[src/rtl/aes_byte_tx.sv]
// aes_byte_tx: serialises a 128-bit key followed by a 128-bit plaintext as
// 32 bytes on the 9-bit {shi, data} bus feeding the AES chip. Each byte is
// held for DIV = CLK_FREQ/AES_TX_FREQ platform cycles. The shi strobe is high
// for the first DIV/2 cycles of each byte period, so the slower chip clock
// can sample every strobe.
//
// Handshake: start is sampled only in IDLE. The cycle after acceptance, busy
// rises and byte 0 is already on aes_tx. done pulses for one cycle on the last
// cycle of byte 31. The next start can be accepted only after busy falls.
//
// Optional feature (macro AES_TX_GAP_EN): after the frame, aes_tx idles for
// GAP_BYTES*DIV cycles while busy stays high. This gives the chip time to
// finish encrypting before the next frame arrives.
module aes_byte_tx #(
  parameter int CLK_FREQ    = 50_000_000,
  parameter int AES_TX_FREQ = 200_000,
  parameter int GAP_BYTES   = 4
) (
  input  logic         clk,
  input  logic         rst_n,
  input  logic         start,
  input  logic [127:0] key,
  input  logic [127:0] text,
  output logic         busy,
  output logic         done,
  output logic [8:0]   aes_tx
);

  localparam int DIV = CLK_FREQ / AES_TX_FREQ;
  localparam int DW  = (DIV > 2) ? $clog2(DIV) : 1;
  localparam logic [DW-1:0] DIV_LAST = DW'(DIV - 1);
  localparam logic [DW-1:0] DIV_PRE  = DW'(DIV - 2);
  localparam logic [DW-1:0] DIV_HALF = DW'(DIV / 2);

  // Reject divider ratios that cannot produce both a high and a low strobe phase
  if (DIV < 2) begin : g_div_check
    $error("aes_byte_tx: CLK_FREQ/AES_TX_FREQ must be >= 2");
  end
  if (GAP_BYTES < 0) begin : g_gap_check
    $error("aes_byte_tx: GAP_BYTES must be >= 0");
  end

`ifdef AES_TX_GAP_EN
  localparam int GAP_CYC = GAP_BYTES * DIV;
  localparam int GW      = (GAP_CYC > 2) ? $clog2(GAP_CYC) : 1;
  localparam logic [GW-1:0] GAP_LAST = GW'((GAP_CYC > 0) ? GAP_CYC - 1 : 0);
`endif

  // Observable state, so a checker can bind to state_q directly
  typedef enum logic [1:0] {
    S_IDLE = 2'd0,
    S_SEND = 2'd1,
    S_GAP  = 2'd2
  } state_e;

  state_e         state_q;
  logic [255:0]   sh_q;      // latched {key,text}; the current byte sits in [255:248]
  logic [4:0]     byte_q;    // index of the byte being transmitted
  logic [DW-1:0]  div_q;     // position inside the current byte period
  logic           busy_q;
  logic           done_q;
  logic [8:0]     tx_q;
`ifdef AES_TX_GAP_EN
  logic [GW-1:0]  gap_q;
`endif

  logic           div_wrap;
  logic [DW-1:0]  div_d;
  logic           shi_d;
  logic           last_byte;

  // Divider next value and the strobe level for the next cycle
  always_comb begin
    div_wrap  = (div_q == DIV_LAST);
    div_d     = div_wrap ? '0 : div_q + DW'(1);
    shi_d     = (div_d < DIV_HALF);
    last_byte = (byte_q == 5'd31);
  end

  // Transmit FSM; every output is computed one cycle ahead and registered
  always_ff @(posedge clk or negedge rst_n) begin
    if (!rst_n) begin
      state_q <= S_IDLE;
      sh_q    <= '0;
      byte_q  <= '0;
      div_q   <= '0;
      busy_q  <= 1'b0;
      done_q  <= 1'b0;
      tx_q    <= '0;
`ifdef AES_TX_GAP_EN
      gap_q   <= '0;
`endif
    end else begin
      done_q <= 1'b0;
      case (state_q)
        S_IDLE: begin
          tx_q   <= '0;
          busy_q <= 1'b0;
          if (start) begin
            sh_q    <= {key, text};
            byte_q  <= '0;
            div_q   <= '0;
            tx_q    <= {1'b1, key[127:120]};
            busy_q  <= 1'b1;
            state_q <= S_SEND;
          end
        end
        S_SEND: begin
          div_q <= div_d;
          if (div_wrap) begin
            sh_q   <= {sh_q[247:0], 8'h00};
            byte_q <= byte_q + 5'd1;
            if (last_byte) begin
              tx_q <= '0;
`ifdef AES_TX_GAP_EN
              gap_q <= '0;
              if (GAP_CYC == 0) begin
                busy_q  <= 1'b0;
                state_q <= S_IDLE;
              end else begin
                state_q <= S_GAP;
              end
`else
              busy_q  <= 1'b0;
              state_q <= S_IDLE;
`endif
            end else begin
              tx_q <= {shi_d, sh_q[247:240]};
            end
          end else begin
            tx_q <= {shi_d, sh_q[255:248]};
            // done lands on the final cycle of byte 31
            if (last_byte && (div_q == DIV_PRE)) begin
              done_q <= 1'b1;
            end
          end
        end
`ifdef AES_TX_GAP_EN
        S_GAP: begin
          tx_q <= '0;
          if (gap_q == GAP_LAST) begin
            busy_q  <= 1'b0;
            state_q <= S_IDLE;
          end else begin
            gap_q <= gap_q + GW'(1);
          end
        end
`endif
        default: begin
          tx_q    <= '0;
          busy_q  <= 1'b0;
          state_q <= S_IDLE;
        end
      endcase
    end
  end

  assign busy   = busy_q;
  assign done   = done_q;
  assign aes_tx = tx_q;

endmodule

[config.mk]
export PLATFORM = sky130hd
export DESIGN_NAME = aes_byte_tx
export DESIGN_NICKNAME = d
export VERILOG_FILES = /design/src/rtl/aes_byte_tx.sv
export SDC_FILE = /design/constraint.sdc
export NUM_CORES = 1
export LEC_CHECK = 0
export CORE_ASPECT_RATIO = 0.5
export CORE_MARGIN = 2
export CORE_UTILIZATION = 52
export CTS_CLUSTER_SIZE = 24
export DETAILED_ROUTE_END_ITERATION = 16
export PLACE_DENSITY = 0.81
export SLEW_MARGIN = 40
export SYNTH_ARGS = -nofsm -noshare
export SYNTH_HDL_FRONTEND = slang
export SYNTH_SLANG_ARGS = --single-unit
[constraint.sdc]
create_clock -name clk -period 1.87 [get_ports clk]
set_input_delay 0.187 -clock clk [delete_from_list [all_inputs] [get_ports clk]]
set_output_delay 0.187 -clock clk [all_outputs]
set_load 0.01 [all_outputs]
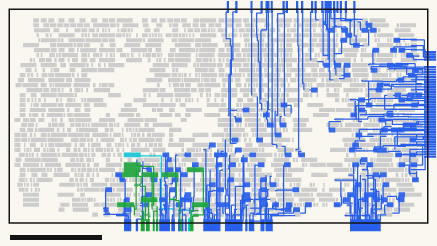
Fig. 1. I/O nets highlighted (run 1).
Bar = 50 um.
legend:
  cyan:
    port: done
    bits: 1
    direction: output
    edge: south
    end_cells: 1
    buffers: 1
    wire: 62.1 um
  green:
    port: aes_tx
    bits: 9
    direction: output
    edge: south
    end_cells: 9
    buffers: 9
    wire: 246 um
  blue:
    port: key
    bits: 128
    direction: input
    edge: 64 south, 41 east, 23 north
    end_cells: 136
    buffers: 128
    wire: 4130 um
Buffers on Ports: 269
IO Pins: 270

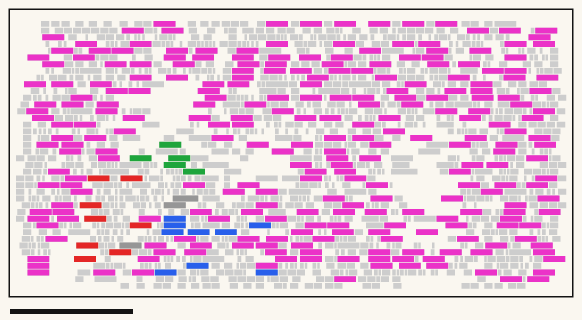
Fig. 2. Register map, names as in the netlist (run 1).
Bar = 50 um. Other sequential cells in the stronger grey, the rest of the logic in the fainter grey.
legend:
  blue:
    name_in_the_netlist: aes_tx
    flops: 9
  red:
    name_in_the_netlist: div_q
    flops: 8
    where: south-west
  green:
    name_in_the_netlist: byte_q
    flops: 5
  magenta:
    name_in_the_netlist: sh_q
    flops: 256
    where: spread over the die
final core utilization: 0.709
seq pwr: 7.35 mW
Seq/total area: 0.409
flip-flop and latch area: 7040 um^2

==> impl_metrics.env, run 1 <==
# flow metrics
export IMPL_nNonClkBuffers=329
export IMPL_fin_nets=1781
export IMPL_area_delta_synth_final_pct=32.4
export IMPL_comb_power_mw=2.29
export IMPL_combGateArea_um2=5410
export IMPL_antennaDiodeCount=4
export IMPL_rr_worst_depth=7
export IMPL_cts_tree="done"
export IMPL_vias=9786
export IMPL_yosysSeqAreaShare=0.541
export IMPL_ys_types=38
export IMPL_gr_usage_met2=0.423
export IMPL_place_hpwl_mm=23.0
export IMPL_die_h_um=116
export IMPL_grt_ovfl_total=0
export IMPL_critPathCaptureType="register"
export IMPL_p_sw_mw=3.78
export IMPL_syn_inst=1252
export IMPL_criticalPathCategory="reg2reg"
export IMPL_hp_class="in2async"
export IMPL_grt_pass1_vias=9933
export IMPL_die_x_um=228
export IMPL_clk_root_buffer_cell="clkbuf_16"
export IMPL_cts_max_path_buffers=3
export IMPL_largest_reg_flops=256
export IMPL_final_area_um2=17200
export IMPL_routabilityCongestion=0.839
export IMPL_nClkBuffers=35
export IMPL_top_cell="nand2_1"
export IMPL_antenna_found_initial=2
export IMPL_nFillCells=1762
export IMPL_fmax_mhz=553
export IMPL_comb_share=0.314
export IMPL_cpPeakStageDelay_ns=0.42
export IMPL_design_seq_count=281
export IMPL_outcome="finished, final reports clean"
export IMPL_clock_power_share=0.358
export IMPL_wirelength_mm=32.0
export IMPL_yosysWarningCount=0
export IMPL_inverters_excl_clock=4
export IMPL_layout_top_cells="nand2_1 (295), dfrtp_1 (280), clkdlybuf4s50_1 (268)"
export IMPL_cts_hold_buf=1
export IMPL_cts_resized=0
export IMPL_startpoint="div_q[6]"
export IMPL_tapCellCount=336
export IMPL_clkCellAreaFrac=0.0493
export IMPL_ys_area_um2=13000
export IMPL_dp_slack_ns=0.0238
export IMPL_drt_iter0_markers=642
export IMPL_cp_required_ns=2.27
export IMPL_dpl_cell_count=1817
export IMPL_top_area_frac=0.541
export IMPL_clk_pin_slew_ns=0.07
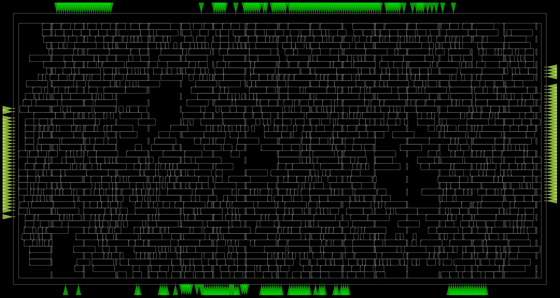
Fig. 3. Placement view (run 1).
Final Non-Filler Cells: 1875
Row Count: 40
Core Region: 24300 um^2

==> inputs of run 2 (changes only) <==
--- a/config.mk
+++ b/config.mk
@@ -8,7 +8,7 @@
 export CORE_ASPECT_RATIO = 0.5
 export CORE_MARGIN = 2
 export CORE_UTILIZATION = 52
-export CTS_CLUSTER_SIZE = 24
+export CTS_CLUSTER_SIZE = 14
 export DETAILED_ROUTE_END_ITERATION = 16
 export PLACE_DENSITY = 0.81
 export SLEW_MARGIN = 40
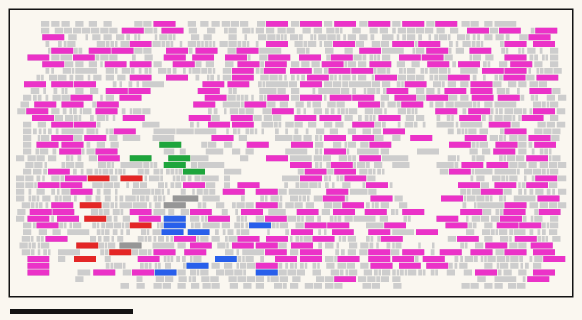
Fig. 4. Register map, names as in the netlist (run 2).
Bar = 50 um. Other sequential cells in the stronger grey, the rest of the logic in the fainter grey.
legend:
  red:
    name_in_the_netlist: div_q
    flops: 8
    where: south-west
  blue:
    name_in_the_netlist: aes_tx
    flops: 9
  green:
    name_in_the_netlist: byte_q
    flops: 5
  magenta:
    name_in_the_netlist: sh_q
    flops: 256
    where: spread over the die
not coloured: 3
final core utilization: 0.710
Seq/total area: 0.408

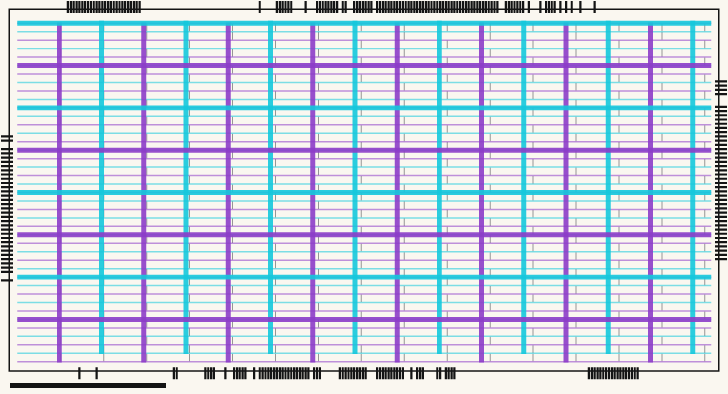
Fig. 5. Power grid (run 2).
Bar = 50 um. Pins as bars on the die edge. Tap cells in grey.
legend:
  cyan:
    net: VDD
  purple:
    net: VSS
met1 rails: 41
signal pins: 270
rows: 40
met5 straps: 8
tap cells: 336
Max IR drop VDD: 704 uV
chip width: 228 um
Chip Height: 116 um

==> run 2 against run 1 <==
Effect of this change: hold slack worse by 0.0015 ns; design area rose by 0.12%; non-clock buffer count down 1; combinational power about the same; sequential cell count unchanged; worst setup slack better by 0.039 ns; final cell count is 0.16% lower; routed wire length is 0.64% higher; area after synthesis did not move; largest cell class unchanged; total power grew 1.1%; sequential share of layout area about the same.
==> impl_metrics.env, run 2 <==
# flow metrics
export IMPL_cts_max_path_buffers=3
export IMPL_dp_slack_ns=0.0238
export IMPL_cp_required_ns=2.29
export IMPL_r2r_slack_ns=0.10
export IMPL_nNonClkBuffers=328
export IMPL_ys_area_um2=13000
export IMPL_clk_pin_slew_ns=0.07
export IMPL_syn_inst=1252
export IMPL_coreArea_um2=24300
export IMPL_largest_reg_flops=256
export IMPL_top_cell="nand2_1"
export IMPL_critPathCaptureType="register"
export IMPL_antenna_found_initial=3
export IMPL_cts_resized=0
export IMPL_p_seq_mw=7.35
export IMPL_dpl_cell_count=1817
export IMPL_criticalPathCategory="reg2reg"
export IMPL_ys_types=38
export IMPL_tapCellCount=336
export IMPL_routabilityCongestion=0.839
export IMPL_p_sw_mw=3.81
export IMPL_place_hpwl_mm=23.0
export IMPL_final_cells=1872
export IMPL_rows=40
export IMPL_cpPeakStageDelay_ns=0.41
export IMPL_cts_hold_buf=1
export IMPL_startpoint="div_q[1]"
export IMPL_wirelength_mm=32.3
export IMPL_vias=9839
export IMPL_cap_violations=0
export IMPL_yosysWarningCount=0
export IMPL_inverters_excl_clock=4
export IMPL_clkCellAreaFrac=0.0506
export IMPL_comb_power_mw=2.31
export IMPL_comb_share=0.314
export IMPL_fmax_mhz=565
export IMPL_clk_root_buffer_cell="clkbuf_16"
export IMPL_nFillCells=1748
export IMPL_seq_area_um2=7040
export IMPL_hp_class="in2async"
export IMPL_outcome="finished, final reports clean"
export IMPL_final_area_um2=17200
export IMPL_grt_ovfl_total=0
export IMPL_area_delta_synth_final_pct=32.6
export IMPL_yosysSeqAreaShare=0.541
==> inputs of run 3 (changes only) <==
--- a/config.mk
+++ b/config.mk
@@ -6,7 +6,7 @@
 export NUM_CORES = 1
 export LEC_CHECK = 0
 export CORE_ASPECT_RATIO = 0.5
-export CORE_MARGIN = 2
+export CORE_MARGIN = 1
 export CORE_UTILIZATION = 52
 export CTS_CLUSTER_SIZE = 14
 export DETAILED_ROUTE_END_ITERATION = 16
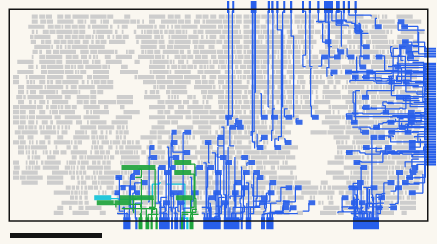
Fig. 6. I/O nets highlighted (run 3).
Bar = 50 um.
legend:
  green:
    port: aes_tx
    bits: 9
    direction: output
    edge: south
    end_cells: 9
    buffers: 9
    wire: 222 um
  blue:
    port: key
    bits: 128
    direction: input
    edge: 60 south, 45 east, 23 north
    end_cells: 136
    buffers: 128
    wire: 4350 um
  cyan:
    port: done
    bits: 1
    direction: output
    edge: south
    end_cells: 1
    buffers: 1
    wire: 66.6 um

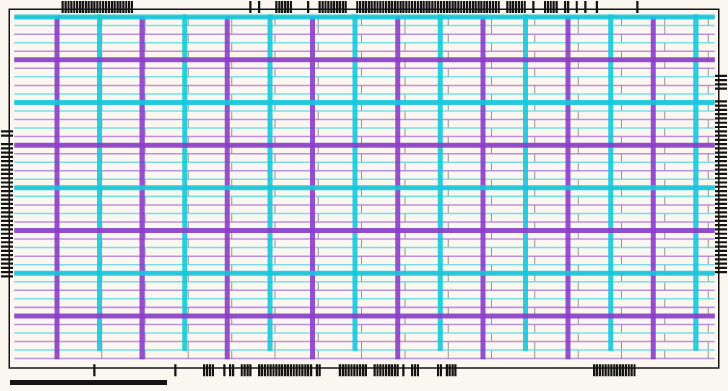
Fig. 7. Power grid (run 3).
Bar = 50 um. Pins as bars on the die edge. Tap cells in grey.
legend:
  purple:
    net: VSS
  cyan:
    net: VDD
met4 straps: 16
met1 rails: 41
met5 straps: 8
chip width: 226 um
Chip Height: 114 um

==> run 3 against run 2 <==
Effect of this change: combinational power increased by 13%; critical path depth increased by 2; total power increased by 1.5%; the flow now finishes with violations (setup timing); utilization increased by 5.5 points; synthesized cell count unchanged; clock power decreased by 2%; sequential share of layout area decreased by 2.9 points; area after synthesis unchanged.
==> impl_metrics.env, run 3 <==
# flow metrics
export IMPL_rows=40
export IMPL_clock_power_mw=5.41
export IMPL_clock_power_share=0.351
export IMPL_nFillCells=1520
export IMPL_seq_area_um2=7040
export IMPL_area_delta_synth_final_pct=42.8
export IMPL_p_seq_mw=7.40
export IMPL_finalSetupViolations=115
export IMPL_violations="setup timing"
export IMPL_ys_types=38
export IMPL_largest_reg_flops=256
export IMPL_clkCellAreaFrac=0.0458
export IMPL_switching_share=0.266
export IMPL_top_logic_kind="multiplexers"
export IMPL_fmax_mhz=510
export IMPL_ys_sh_xor=0.00270
export IMPL_vdd_drop_max_uv=629
export IMPL_cap_violations=0
export IMPL_cts_resized=0
export IMPL_dieArea_um2=25700
export IMPL_r2r_slack_ns=-0.09
export IMPL_place_hpwl_mm=22.7
export IMPL_max_flop_register="sh_q"
export IMPL_crit_slowest_cell="dfrtp_1"
export IMPL_post_route_util=0.764
export IMPL_dp_slack_ns=0.0467
export IMPL_gr_usage_met2=0.435
export IMPL_cts_max_path_buffers=3
export IMPL_outcome="complete, but fails checks"
export IMPL_comb_share=0.312
export IMPL_antenna_found_initial=7
export IMPL_setup_slack_ns=-0.0897
export IMPL_p_sw_mw=4.10
export IMPL_yosysSeqAreaShare=0.541
export IMPL_dpl_cell_count=1819
export IMPL_top_layer="met4"
export IMPL_top_cell="nand2_1"
export IMPL_clk_pin_slew_ns=0.07
export IMPL_ys_sh_mux=0.191
export IMPL_final_area_um2=18600
export IMPL_p_comb_frac=0.169
export IMPL_top_area_frac=0.541
export IMPL_hp_class="in2async"
export IMPL_nNonClkBuffers=377
export IMPL_cp_required_ns=2.28
export IMPL_cpPeakStageDelay_ns=0.39
export IMPL_sh_seq_area=0.379
export IMPL_grt_ovfl_total=0
export IMPL_coreArea_um2=24300
export IMPL_critPathCaptureType="register"
export IMPL_routabilityCongestion=0.806
export IMPL_yosysWarningCount=0
export IMPL_tapCellCount=336
export IMPL_cts_hold_buf=1
export IMPL_vias=10900
export IMPL_clkSinkCount=281
export IMPL_criticalPathCategory="reg2reg"
export IMPL_wire_per_inst_um=20.7
export IMPL_ys_sh_aoi=0.116
export IMPL_holdWs_ns=0.158
export IMPL_wirelength_mm=39.8
export IMPL_startpoint="div_q[1]"
export IMPL_final_cells=1929
export IMPL_pin_count=270
export IMPL_syn_inst=1252
export IMPL_warning_count=29
export IMPL_p_int_mw=11.3
export IMPL_comb_power_mw=2.60
export IMPL_ys_area_um2=13000
export IMPL_clk_root_buffer_cell="clkbuf_16"
export IMPL_min_period_over_period=1.05
export IMPL_postSynthAreaPerCell_um2=10.4
export IMPL_inverters_excl_clock=4
No activity file was given, so power comes from the tool's default toggle rates.
